**Run 1: placement view**

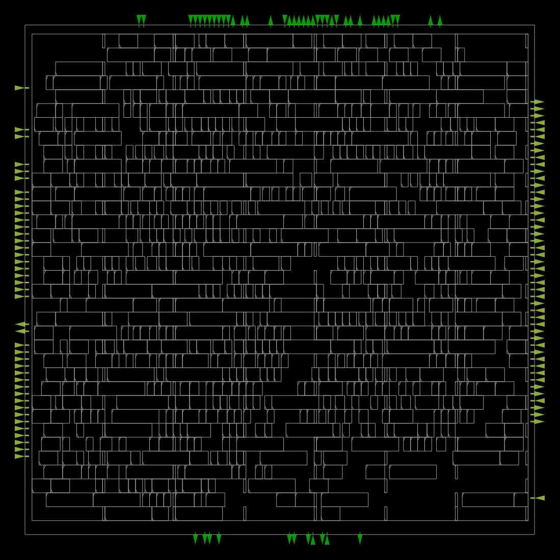
**Run 1: clock wires, drivers and flops**

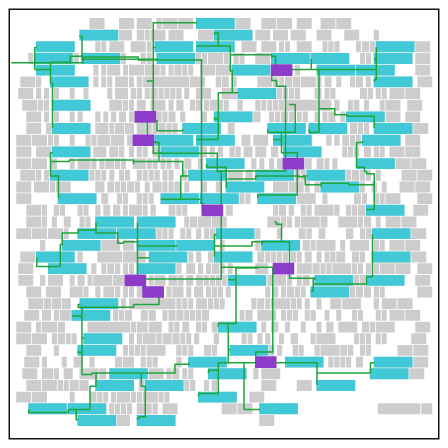
**Run 1: port wiring**

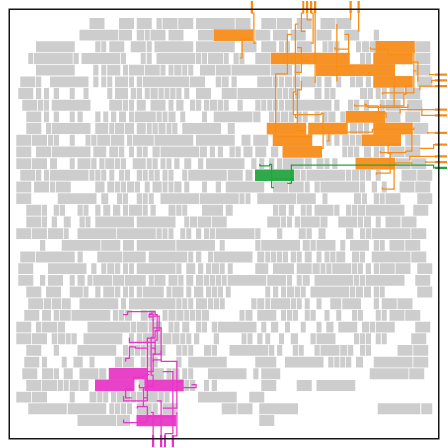
### config.mk
export PLATFORM = sky130hd
export DESIGN_NAME = qtable_best_hop_select
export DESIGN_NICKNAME = d
export VERILOG_FILES = /design/src/rtl/qtable_best_hop_select.sv
export SDC_FILE = /design/constraint.sdc
export NUM_CORES = 1
export LEC_CHECK = 0
export ABC_AREA = 1
export CAP_MARGIN = 30
export CORE_MARGIN = 1
export CORE_UTILIZATION = 53
export DETAILED_ROUTE_END_ITERATION = 10
export PLACE_DENSITY = 0.87
export SYNTH_ARGS = -nofsm -noshare
export SYNTH_HDL_FRONTEND = slang
export SYNTH_SLANG_ARGS = --single-unit
export TNS_END_PERCENT = 20
### constraint.sdc
create_clock -name clk -period 5.4 [get_ports clk]
set_input_delay 0.54 -clock clk [delete_from_list [all_inputs] [get_ports clk]]
set_output_delay 0.54 -clock clk [all_outputs]
set_load 0.03 [all_outputs]
### src/rtl/qtable_best_hop_select.sv
// Scans the neighbour Q-table banks and returns the eligible entry with the highest Q-value.
// Ties keep the lowest index. An excluded or zero ID is never chosen.
//
// state | meaning
// IDLE  | waiting for en; outputs hold the last result
// ADDR  | memory banks capture rd_index
// CMP   | compare bank data for entry rd_index against the current best
// FIN   | pulse done, drop busy
module qtable_best_hop_select #(
    parameter int WORD_WIDTH    = 16,
    parameter int MAX_NEIGHBORS = 16,
    parameter int IDX_WIDTH     = 4
) (
    input  logic                  clk,
    input  logic                  nrst,
    input  logic                  en,
    input  logic [WORD_WIDTH-1:0] neighborCount,
    input  logic [WORD_WIDTH-1:0] excludeID,
    output logic [IDX_WIDTH-1:0]  rd_index,
    input  logic [WORD_WIDTH-1:0] mSourceID,
    input  logic [WORD_WIDTH-1:0] mSourceHops,
    input  logic [WORD_WIDTH-1:0] mQValue,
    output logic [WORD_WIDTH-1:0] bestID,
    output logic [WORD_WIDTH-1:0] bestHops,
    output logic [WORD_WIDTH-1:0] bestQ,
    output logic                  found,
    output logic                  busy,
    output logic                  done
);

    typedef enum logic [1:0] {
        IDLE = 2'd0,
        ADDR = 2'd1,
        CMP  = 2'd2,
        FIN  = 2'd3
    } state_t;

    localparam logic [WORD_WIDTH-1:0] MAX_CNT = WORD_WIDTH'(MAX_NEIGHBORS);
    localparam logic [WORD_WIDTH-1:0] ONE_W   = WORD_WIDTH'(1);
    localparam logic [IDX_WIDTH-1:0]  ONE_I   = IDX_WIDTH'(1);

    state_t                state;
    logic [WORD_WIDTH-1:0] cnt;
    logic [WORD_WIDTH-1:0] excl;
    logic                  eligible;
    logic                  take;
    logic                  last;

    always_comb begin
        eligible = (mSourceID != '0) && ((excl == '0) || (mSourceID != excl));
        take     = eligible && (!found || (mQValue > bestQ));
        last     = (WORD_WIDTH'(rd_index) == (cnt - ONE_W));
    end

    always_ff @(posedge clk or negedge nrst) begin
        if (!nrst) begin
            state    <= IDLE;
            cnt      <= '0;
            excl     <= '0;
            rd_index <= '0;
            bestID   <= '0;
            bestHops <= '0;
            bestQ    <= '0;
            found    <= 1'b0;
            busy     <= 1'b0;
            done     <= 1'b0;
        end else begin
            case (state)
                IDLE: begin
                    done <= 1'b0;
                    if (en) begin
                        cnt      <= (neighborCount > MAX_CNT) ? MAX_CNT : neighborCount;
                        excl     <= excludeID;
                        rd_index <= '0;
                        bestID   <= '0;
                        bestHops <= '0;
                        bestQ    <= '0;
                        found    <= 1'b0;
                        busy     <= 1'b1;
                        state    <= (neighborCount == '0) ? FIN : ADDR;
                    end
                end
                ADDR: begin
                    state <= CMP;
                end
                CMP: begin
                    if (take) begin
                        bestID   <= mSourceID;
                        bestHops <= mSourceHops;
                        bestQ    <= mQValue;
                        found    <= 1'b1;
                    end
                    if (last) begin
                        state <= FIN;
                    end else begin
                        rd_index <= rd_index + ONE_I;
                        state    <= ADDR;
                    end
                end
                FIN: begin
                    done  <= 1'b1;
                    busy  <= 1'b0;
                    state <= IDLE;
                end
                default: state <= IDLE;
            endcase
        end
    end

endmodule

==> impl_metrics.ini, run 1 <==
; yosys + openroad results
[global_route]
grt.total_usage_pct = 27.2
first_global_vias = 4842
first_pass_grt_wire_length_microns = 21700
global_route.usage.met3_pct = 4.29
globalRouteOverflowTotal = 0
global_route.usage.met2_pct = 46.4
grt_start_max_net_pins = 56
grt-busiest-layer = met2
gr-usage-met1_pct = 35.2
grt_antenna_before_repair = 0

[placed_design]
place_worst_setup_slack_ns = 2.20
detailed_place_hpwl_microns = 9160
finalWeightedCongestion = 0.943
io_buffer_count = 137
placed_cells = 954
post_dp_cell_area_sq_um = 6540

[floorplan]
die_height_microns = 99.7
design.core.area_sq_um = 9240
die_x_microns = 99.7
tap-cell-count = 129
io_pins = 138
initial_utilization_pct = 54.7
chip_area_sq_um = 9940
floorplan.rows = 35

[clock_network]
number_of_clock_sinks = 89
post_cts_setup_buffer_count = 0
cts-hold-fix-buffers = 0
clock-root-buffer = clkbuf_8
tritoncts = done
clkSlewWorstSetupHoldPaths_ns = 0.10
h_tree_depth = 3
cts_inserted_buffers = 9
cts_buffer_depth = 2
ctsResizeCount = 0

[yosys]
post_synth_inst_count = 709
largest_area_cell = dfrtp_1
mux_share_pct = 0
netlist_area_sq_um = 5060
netlist-cell-type-count = 28
post_synth_main_area_contributors = dfrtp_1, nand2_1, inv_1
synth.cellmix.simpleShare_pct = 34.3
top_cell_type_s_share_of_synthesized_area_pct = 44.0
synthAdderAreaFrac_pct = 5.19
synth.avg_cell_area_sq_um = 7.13
ys_seq_share_pct = 44.0
yosys_register_bits = 89
postSynth.topFlopCell = dfrtp_1
synth-warning-count = 0
post_synth_aoi_oai_area_pct = 3.17
logic_family = simple AND/OR/NAND/NOR gates
synth-edff-count = 0
synthArstFlopShare_pct = 100
synth-xor-area-share_pct = 2.77
synth_chip_area_sq_um = 5060
post_synth_most_frequent_cells = nand2_1, inv_1, dfrtp_1
yosys-stat-cells = 709
synth.most_common_cell = nand2_1
fp_nets = 813

[layout]
final_cell_mix = nand2_1, clkdlybuf4s50_1, inv_1, dfrtp_1, nand3_1
multiInputCombCellCount = 487
clock_buffer_count = 9
final-instance-count-excl-fill = 970
layout.nonclk_buf_share_pct = 21.3
flop_area_sq_um = 2230
largest_cell_class_by_area = multi-input combinational cells
syn2layout_area_growth_pct = 34.3
clock_cell_share_of_area_pct = 3.65
comb_area_sq_um = 2310
sh_comb_area_pct = 34.0
seq-cell-share_pct = 32.8
n_all_inverters = 107
drive_above_1_share_pct = 3.33
design.final.nets = 940
signal_buffers = 142
postLayoutCellArea_sq_um = 6790
mostFrequentLayoutCell = nand2_1
antenna-diode-count = 0

[critical_path]
worstReg2RegStart = state[0]
startpoint = state[0]
worstSetupEndpointType = flop
worstSetupStartpointType = flop
timing.reg2reg.setup_slack_ns = 2.18
worst_r2r_endpoint = bestQ[12]
worstSetupEndpoint = bestQ[12]
worst-setup-path-type = flop to flop
rr_worst_depth = 9
cpMaxStageDelayCell = nand2_2
critical_path_depth = 9
worstPathCellList = inv_1 > ha_2 > buf_4 > inv_1 > o21ai_4 > buf_4 > nand2_2 > nand2_1 > nand2_1
crit_path_max_incr_delay_ns = 0.68
worstPathBufferInverterCount = 4
cell_family_with_the_largest_share_of_critical_path_delay = buffers and inverters
crit_arrival_ns = 3.48
crit_required_ns = 5.65
critPathMaxFanout = 55

[pwr]
power_per_standard_cell_area_nw_per_um2 = 496
leakagePower_nw = 3.63
post-layout-total-power_mw = 3.37
maximum_vdd_drop_v = 0.000428

[sta]
finalHoldViolations = 0
finalSetupTns_ns = 0
fin_ws_ns = 2.18
worst_slew_pin_slew_ns = 0.908
max_freq_ghz = 0.310
timing.final.crit_period_ns = 3.22
setup-violations-final = 0
worst_hold_slack_ns = 0.177
setup_repair_after_global_routing_missed_its_margin = false
slew_headroom_pct = 39.3
min_period_over_period_pct = 59.7
slew_viol_final = 0

[routing]
finalWirelength_microns = 12700
route.detailed.vias_per_inst = 5.11
antenna_violating_nets_post_route = 0
met2_wirelength_microns = 6290
avgRoutedWirePerCell_microns = 13.1
top_layer_used = met4
vias = 4961
route.detailed.drc = 0
met3_wirelength_microns = 891
routedLengthMet1_microns = 5310
drtIter0Drc = 334
drt_pre_antenna_iters = 5

[run]
drv_cap = 0
tool_warnings = 28

[outcome]
run_status = completed

[hold_path]
hold_class = input pin to async pin
-- 'placement view' (at the start) --
number of filler cells placed in the layout: 697
layout sequential cell count: 89
utilization of the core after routing: 73.5%

-- 'clock wires, drivers and flops' (at the start) --
[green] clock wires | length: 1,030 microns
[cyan] flip-flops | count: 89
[purple] clock-net drivers | count: 9
flops lie: spread over the die
Clock Skew: 0.0143 ns
clk ins delay skew pair: 0.36 ns
clock share of power: 16.7%
power in the clock group: 0.562 mW

-- 'port wiring' (at the start) --
[magenta] rd_index | bits: 4 | direction: output | end cells: 4 | buffers: 4 | wire: 211 microns
[green] found | bits: 1 | direction: output | end cells: 1 | buffers: 1 | wire: 53.6 microns
[orange] bestHops | bits: 16 | direction: output | end cells: 16 | buffers: 16 | wire: 360 microns

## run 1: power by group
part           internal, mW  total, mW  switching, mW
sequential            0.911       1.10          0.188
clock                 0.311      0.562          0.251
combinational         0.655       1.71           1.05
## run 1: logic make-up (layout without fill, tap and decap cells)
| kind of cell | Yosys count | in the layout |
|---|---|---|
| AND-OR/OR-AND | 28 | 28 |
| buffers and inverters | 133 | 265 |
| adder cells (fa/ha/maj) | 21 | 21 |
| XOR/XNOR | 16 | 16 |
| AND/OR/NAND/NOR | 422 | 422 |
| flip-flops | 89 | 89 |
## run 1: sequential cells by signal, summed over array words and instances (netlist names)
name	flops
rd_index	4
cnt	16
bestID	16
bestQ	16
done	1
busy	1
state	2
excl	16
found	1
bestHops	16
==> run 2: changes to the inputs <==
Settings changed: CORE_UTILIZATION 53 to 44, PLACE_DENSITY 0.87 to 0.77.
Clock period 5.4 ns to 2.8 ns, I/O delays scaled along.
==> run 2 against run 1 <==
Critical path depth fell by 2; hold slack improved by 0.19 ns; non-clock buffer count rose by 6; clock power rose by 120%; register-to-register slack got worse by 1.6 ns; final cell count rose by 1.8%; clock-buffer cell count rose by 2; routed wire length rose by 1.8%; largest cell class unchanged.
==> impl_metrics.ini, run 2 <==
; yosys + openroad results
[layout]
mostFrequentLayoutCell = nand2_1
multiInputCombCellCount = 487
sh_comb_area_pct = 33.5
clock_buffer_count = 11
syn2layout_area_growth_pct = 36.2
signal_buffers = 148
final-instance-count-excl-fill = 987
seq-cell-share_pct = 32.3
antenna-diode-count = 0
flop_area_sq_um = 2230
seq_cell_count = 89
final_cell_mix = nand2_1, clkdlybuf4s50_1, inv_1, dfrtp_1, nand3_1
n_all_inverters = 107
comb_area_sq_um = 2310
clock_cell_share_of_area_pct = 4.45
postLayoutCellArea_sq_um = 6890
largest_cell_class_by_area = multi-input combinational cells
layout.nonclk_buf_share_pct = 21.4
drive_above_1_share_pct = 3.78
design.final.nets = 946
num-fill-cells = 1031

[clock_network]
tritoncts = done
cts_inserted_buffers = 9
clkSlewWorstSetupHoldPaths_ns = 0.06
clk_latency_ns = 0.34
clock-root-buffer = clkbuf_16
post_cts_setup_buffer_count = 0
ctsResizeCount = 0
number_of_clock_sinks = 89
cts_buffer_depth = 2
cts-hold-fix-buffers = 1
h_tree_depth = 3

[yosys]
ys_seq_share_pct = 44.0
synthArstFlopShare_pct = 100
mux_share_pct = 0
post_synth_main_area_contributors = dfrtp_1, nand2_1, inv_1
post_synth_inst_count = 709
yosys_register_bits = 89
netlist-cell-type-count = 28
synth-warning-count = 0
yosys-stat-cells = 709
largest_area_cell = dfrtp_1
synth.avg_cell_area_sq_um = 7.13
netlist_area_sq_um = 5060
synth.cellmix.simpleShare_pct = 34.3
postSynth.topFlopCell = dfrtp_1
fp_nets = 813
synth-edff-count = 0
post_synth_aoi_oai_area_pct = 3.17
synth.most_common_cell = nand2_1
synthAdderAreaFrac_pct = 5.19
synth-xor-area-share_pct = 2.77
post_synth_most_frequent_cells = nand2_1, inv_1, dfrtp_1
top_cell_type_s_share_of_synthesized_area_pct = 44.0
logic_family = simple AND/OR/NAND/NOR gates
synth_chip_area_sq_um = 5060

[global_route]
globalRouteOverflowTotal = 0
grt.total_usage_pct = 23.0
grt-busiest-layer = met2
first_global_vias = 4790
grt_start_max_net_pins = 71
gr-usage-met1_pct = 28.9
global_route.usage.met3_pct = 2.69
grt_antenna_before_repair = 0
global_route.usage.met2_pct = 39.7
first_pass_grt_wire_length_microns = 21500

[routing]
drt_pre_antenna_iters = 5
finalWirelength_microns = 12900
drtIter0Drc = 291
avgRoutedWirePerCell_microns = 13.1
antenna_violating_nets_post_route = 0
vias = 4860
route.detailed.drc = 0
route.detailed.vias_per_inst = 4.92

[sta]
setup-violations-final = 0
max_freq_ghz = 0.450
slew_viol_final = 0
worst_slew_pin_slew_ns = 0.496
fin_ws_ns = 0.580
finalHoldViolations = 0
min_period_over_period_pct = 79.3
final.setup_skew_ns = 0.00860
worst_hold_slack_ns = 0.368
slew_headroom_pct = 66.9
setup_repair_after_global_routing_missed_its_margin = false
finalSetupTns_ns = 0
timing.final.crit_period_ns = 2.22

[pwr]
post-layout-total-power_mw = 6.69
power_per_standard_cell_area_nw_per_um2 = 971
leakagePower_nw = 3.68
maximum_vdd_drop_v = 0.000554

[critical_path]
crit_path_max_incr_delay_ns = 0.45
critPathMaxFanout = 19
worstPathCellList = inv_1 > ha_2 > inv_1 > o21ai_4 > buf_4 > nand3_1 > nand2_1
worst-setup-path-type = flop to flop
cell_family_with_the_largest_share_of_critical_path_delay = buffers and inverters
worstSetupEndpointType = flop
crit_required_ns = 3.07
worstSetupStartpointType = flop
crit_arrival_ns = 2.49
cpMaxStageDelayCell = o21ai_4
worstPathBufferInverterCount = 3
timing.critical_path.mode_cell = inv_1

[placed_design]
post_dp_cell_area_sq_um = 6580
place_worst_setup_slack_ns = 0.353
detailed_place_hpwl_microns = 9730
finalWeightedCongestion = 0.909
io_buffer_count = 137
placed_cells = 970

[floorplan]
tap-cell-count = 140
initial_utilization_pct = 45.9
design.core.area_sq_um = 11000
die_x_microns = 109
chip_area_sq_um = 11900
io_pins = 138
die_height_microns = 109

[outcome]
run_status = completed

[hold_path]
hold_class = input pin to async pin

[run]
drv_cap = 0
tool_warnings = 28
run 2: routing by layer:
layer | part of all wire [%] | vias up
met1 | 44 | 2242
met4 | 2.0 | 0
met5 | 0 | -
met2 | 49 | 164
met3 | 5.5 | 19
li1 | - | 2435
run 2: worst paths after layout:
path	end	slack [ns]	startpoint	cells past startpoint
max in group asynchronous	cnt[13]	1.80	nrst	3
worst min register to register	bestID[11]	0.47	bestID[11]	2
worst max register to register	bestHops[15]	0.58	state[0]	7
worst min-delay path	bestHops[15]	0.37	nrst	2
worst max-delay path	bestHops[15]	0.58	state[0]	7
min in group clk	excl[2]	0.47	excludeID[2]	3
run 2: power breakdown:
group          switching [mW]  internal, mW  leakage [nW]
Sequential              0.362          1.76          1.19
Clock                   0.507         0.723         0.146
Combinational            2.04          1.29          2.34
**Run 2: placement view**

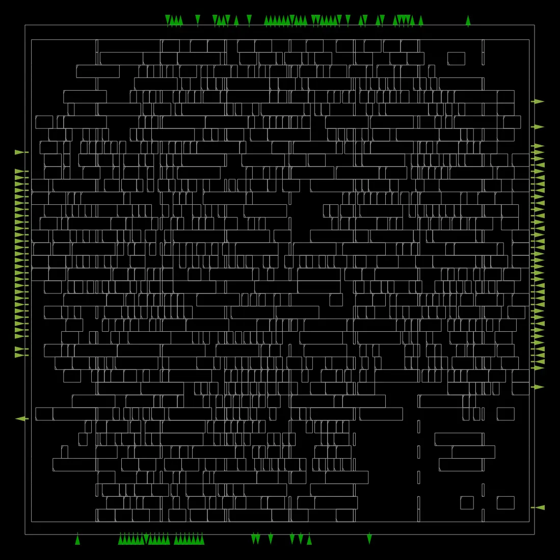
standard-cell rows: 38
utilization of the core after routing: 62.5%

**Run 2: clock wires, drivers and flops**

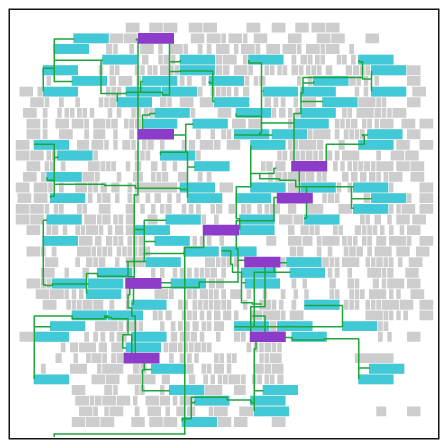
[cyan] flip-flops | count: 89
[green] clock wires | length: 1,100 microns
[purple] clock-net drivers | count: 9
routed clock nets: 10
flops lie: spread over the die

**Run 2: port wiring**

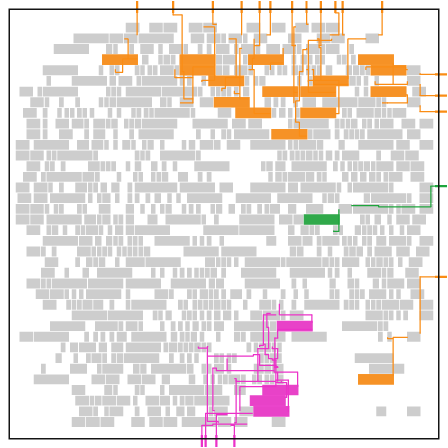
[orange] bestHops | bits: 16 | direction: output | end cells: 16 | buffers: 16 | wire: 458 microns
[green] found | bits: 1 | direction: output | end cells: 1 | buffers: 1 | wire: 34.6 microns
[magenta] rd_index | bits: 4 | direction: output | end cells: 4 | buffers: 4 | wire: 281 microns

==> run 3: changes to the inputs <==
Settings changed: CORE_UTILIZATION 44 to 49, PLACE_DENSITY 0.77 to 0.81.
Clock period 2.8 ns to 2.1 ns, I/O delays scaled along.
==> run 3 against run 2 <==
Final cell count grew 1.3%; clock power is essentially flat; critical path depth increased by 7; core utilization rose by 9.9 points; maximum frequency up 8.3%; die size shrank 10%; register-to-register slack worse by 0.53 ns; largest power group unchanged; routed wire length rose by 6.3%; final area up 4.1%; sequential power up 34%.
==> impl_metrics.ini, run 3 <==
; yosys + openroad results
[floorplan]
io_pins = 138
die_x_microns = 104
die_height_microns = 104
initial_utilization_pct = 51.0
chip_area_sq_um = 10700
floorplan.rows = 36

[layout]
postLayoutCellArea_sq_um = 7170
syn2layout_area_growth_pct = 41.8
antenna-diode-count = 0
utilization_pct = 72.4
comb_area_sq_um = 2480
final_cell_mix = nand2_1, clkdlybuf4s50_1, inv_1, dfrtp_1, nand3_1
drive_above_1_share_pct = 11.1
flop_area_sq_um = 2230
design.final.nets = 966
final-instance-count-excl-fill = 1000
mostFrequentLayoutCell = nand2_1

[placed_design]
finalWeightedCongestion = 0.866
place_worst_setup_slack_ns = -0.175
io_buffer_count = 137
detailed_place_hpwl_microns = 9300
post_dp_cell_area_sq_um = 6620
placed_cells = 970

[yosys]
netlist-cell-type-count = 28
yosys_register_bits = 89
postSynth.topFlopCell = dfrtp_1
largest_area_cell = dfrtp_1
synth_chip_area_sq_um = 5060
logic_family = simple AND/OR/NAND/NOR gates
post_synth_main_area_contributors = dfrtp_1, nand2_1, inv_1
synth-edff-count = 0
post_synth_most_frequent_cells = nand2_1, inv_1, dfrtp_1
synthAdderAreaFrac_pct = 5.19
top_cell_type_s_share_of_synthesized_area_pct = 44.0
netlist_area_sq_um = 5060
mux_share_pct = 0
post_synth_aoi_oai_area_pct = 3.17
yosys-stat-cells = 709
synthArstFlopShare_pct = 100
synth.avg_cell_area_sq_um = 7.13
ys_seq_share_pct = 44.0
synth.most_common_cell = nand2_1
fp_nets = 813
synth-xor-area-share_pct = 2.77
synth-warning-count = 0
post_synth_inst_count = 709
synth.cellmix.simpleShare_pct = 34.3

[clock_network]
clkSlewWorstSetupHoldPaths_ns = 0.09
ctsResizeCount = 0
h_tree_depth = 3
tritoncts = done
number_of_clock_sinks = 89
clock-root-buffer = clkbuf_8
cts-hold-fix-buffers = 1
post_cts_setup_buffer_count = 0
cts_buffer_depth = 2
clk_latency_ns = 0.36
cts_inserted_buffers = 9

[critical_path]
worstSetupEndpointType = flop
crit_arrival_ns = 2.31
worst_r2r_endpoint = bestQ[14]
worstReg2RegStart = bestQ[11]
critPathMaxFanout = 7
rr_worst_depth = 14
startpoint = bestQ[11]
crit_required_ns = 2.36
timing.reg2reg.setup_slack_ns = 0.05
worst-setup-path-type = flop to flop
worstSetupStartpointType = flop
worstSetupEndpoint = bestQ[14]

[pwr]
maxPowerGroup = combinational cells
clock_share_of_power_pct = 13.3
switching_power_mw = 4.14
pg_seq_mw = 2.85
leakagePower_nw = 3.79
sw_frac_of_total_pct = 44.8
maximum_vdd_drop_v = 0.000781
design_internal_power_mw = 5.09
pg_comb_mw = 5.15
power_frac_comb_pct = 55.8
power_per_standard_cell_area_nw_per_um2 = 1290
post-layout-total-power_mw = 9.23
sequentialPowerShare_pct = 30.9
power_clock_mw = 1.23

[routing]
route.detailed.vias_per_inst = 5.02
avgRoutedWirePerCell_microns = 13.7
met3_wirelength_microns = 691
routedLengthMet1_microns = 6060
top_layer_used = met4
met2_wirelength_microns = 6750
vias = 5019
drtIter0Drc = 274
drt_pre_antenna_iters = 5
route.detailed.drc = 0
antenna_violating_nets_post_route = 0
finalWirelength_microns = 13700

[sta]
max_freq_ghz = 0.488
worst_hold_slack_ns = 0.374
setup_repair_after_global_routing_missed_its_margin = true
setup-violations-final = 0
final.setup_skew_ns = 0.0108
timing.final.crit_period_ns = 2.05
finalSetupTns_ns = 0
worst_slew_pin_slew_ns = 0.578
min_period_over_period_pct = 97.6
finalHoldViolations = 0
slew_viol_final = 0
fin_ws_ns = 0.0497
slew_headroom_pct = 61.5

[global_route]
first_global_vias = 4728
global_route.usage.met2_pct = 42.8
grt_start_max_net_pins = 52
global_route.usage.met3_pct = 3.02
globalRouteOverflowTotal = 0
grt.total_usage_pct = 25.0
first_pass_grt_wire_length_microns = 21900
grt-busiest-layer = met2
gr-usage-met1_pct = 32.4
grt_antenna_before_repair = 0

[hold_path]
hp-start = excludeID[8]
hold_class = input pin to flop
holdPathStages = 3
worst_hold_path.endpoint = excl[8]

[run]
tool_warnings = 29
drv_cap = 0

[outcome]
run_status = completed
[run 3: layout make-up]
type                            count  share of cell area (%)
Clock buffer                       12                    2.16
Sequential cell                    89                    31.0
Clock inverter                      4                   0.715
Tap cell                          133                    2.32
Timing Repair Buffer              168                    23.6
Inverter                          107                    5.60
Multi-Input combinational cell    487                    34.5
[run 3: worst max-delay path, cell delays in order (launching register included)]
cell,delay (ns)
dfrtp_1,0.40
inv_1,0.08
ha_4,0.28
nand4_1,0.09
nor3_2,0.22
nand2_1,0.07
nand2_1,0.06
nand2_1,0.05
nand2_1,0.08
nand2_2,0.07
nand2_4,0.12
nand2_8,0.10
clkbuf_16,0.22
nand2_2,0.06
nand2_2,0.04
**Run 3: ports around the boundary**

Pins as bars across the die edge, other pins in gray.
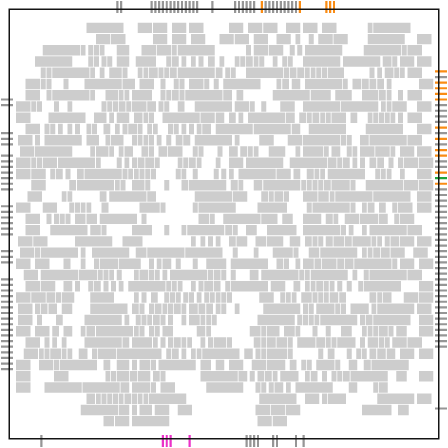
[magenta] rd_index | pins: 4 | direction: output | edge: south
[orange] bestHops | pins: 16 | direction: output | edge: 11 east, 5 north
[green] found | pins: 1 | direction: output | edge: east
all pins by edge: 51 east, 38 west, 36 north, 13 south

**Run 3: placement view**

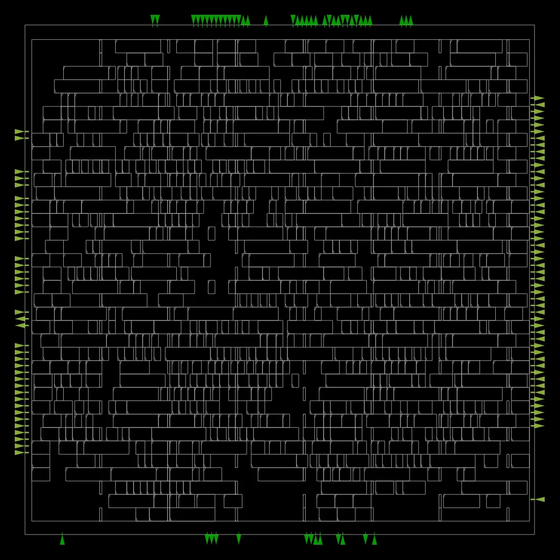
tapcell count: 133
core footprint: 9910 sq um
number of filler cells placed in the layout: 767
fraction of area in registers: 31.0%

**Run 3: routed metal, one color a layer**

Scale bar: 20 microns.
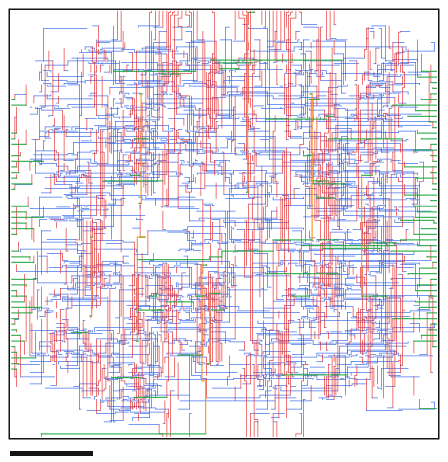
[green] M3 | wire length: 692 microns
[orange] M4 | wire length: 239 microns
[red] M2 | wire length: 6,750 microns
[blue] M1 | wire length: 6,060 microns

No activity file was given, so power comes from the tool's default toggle rates.
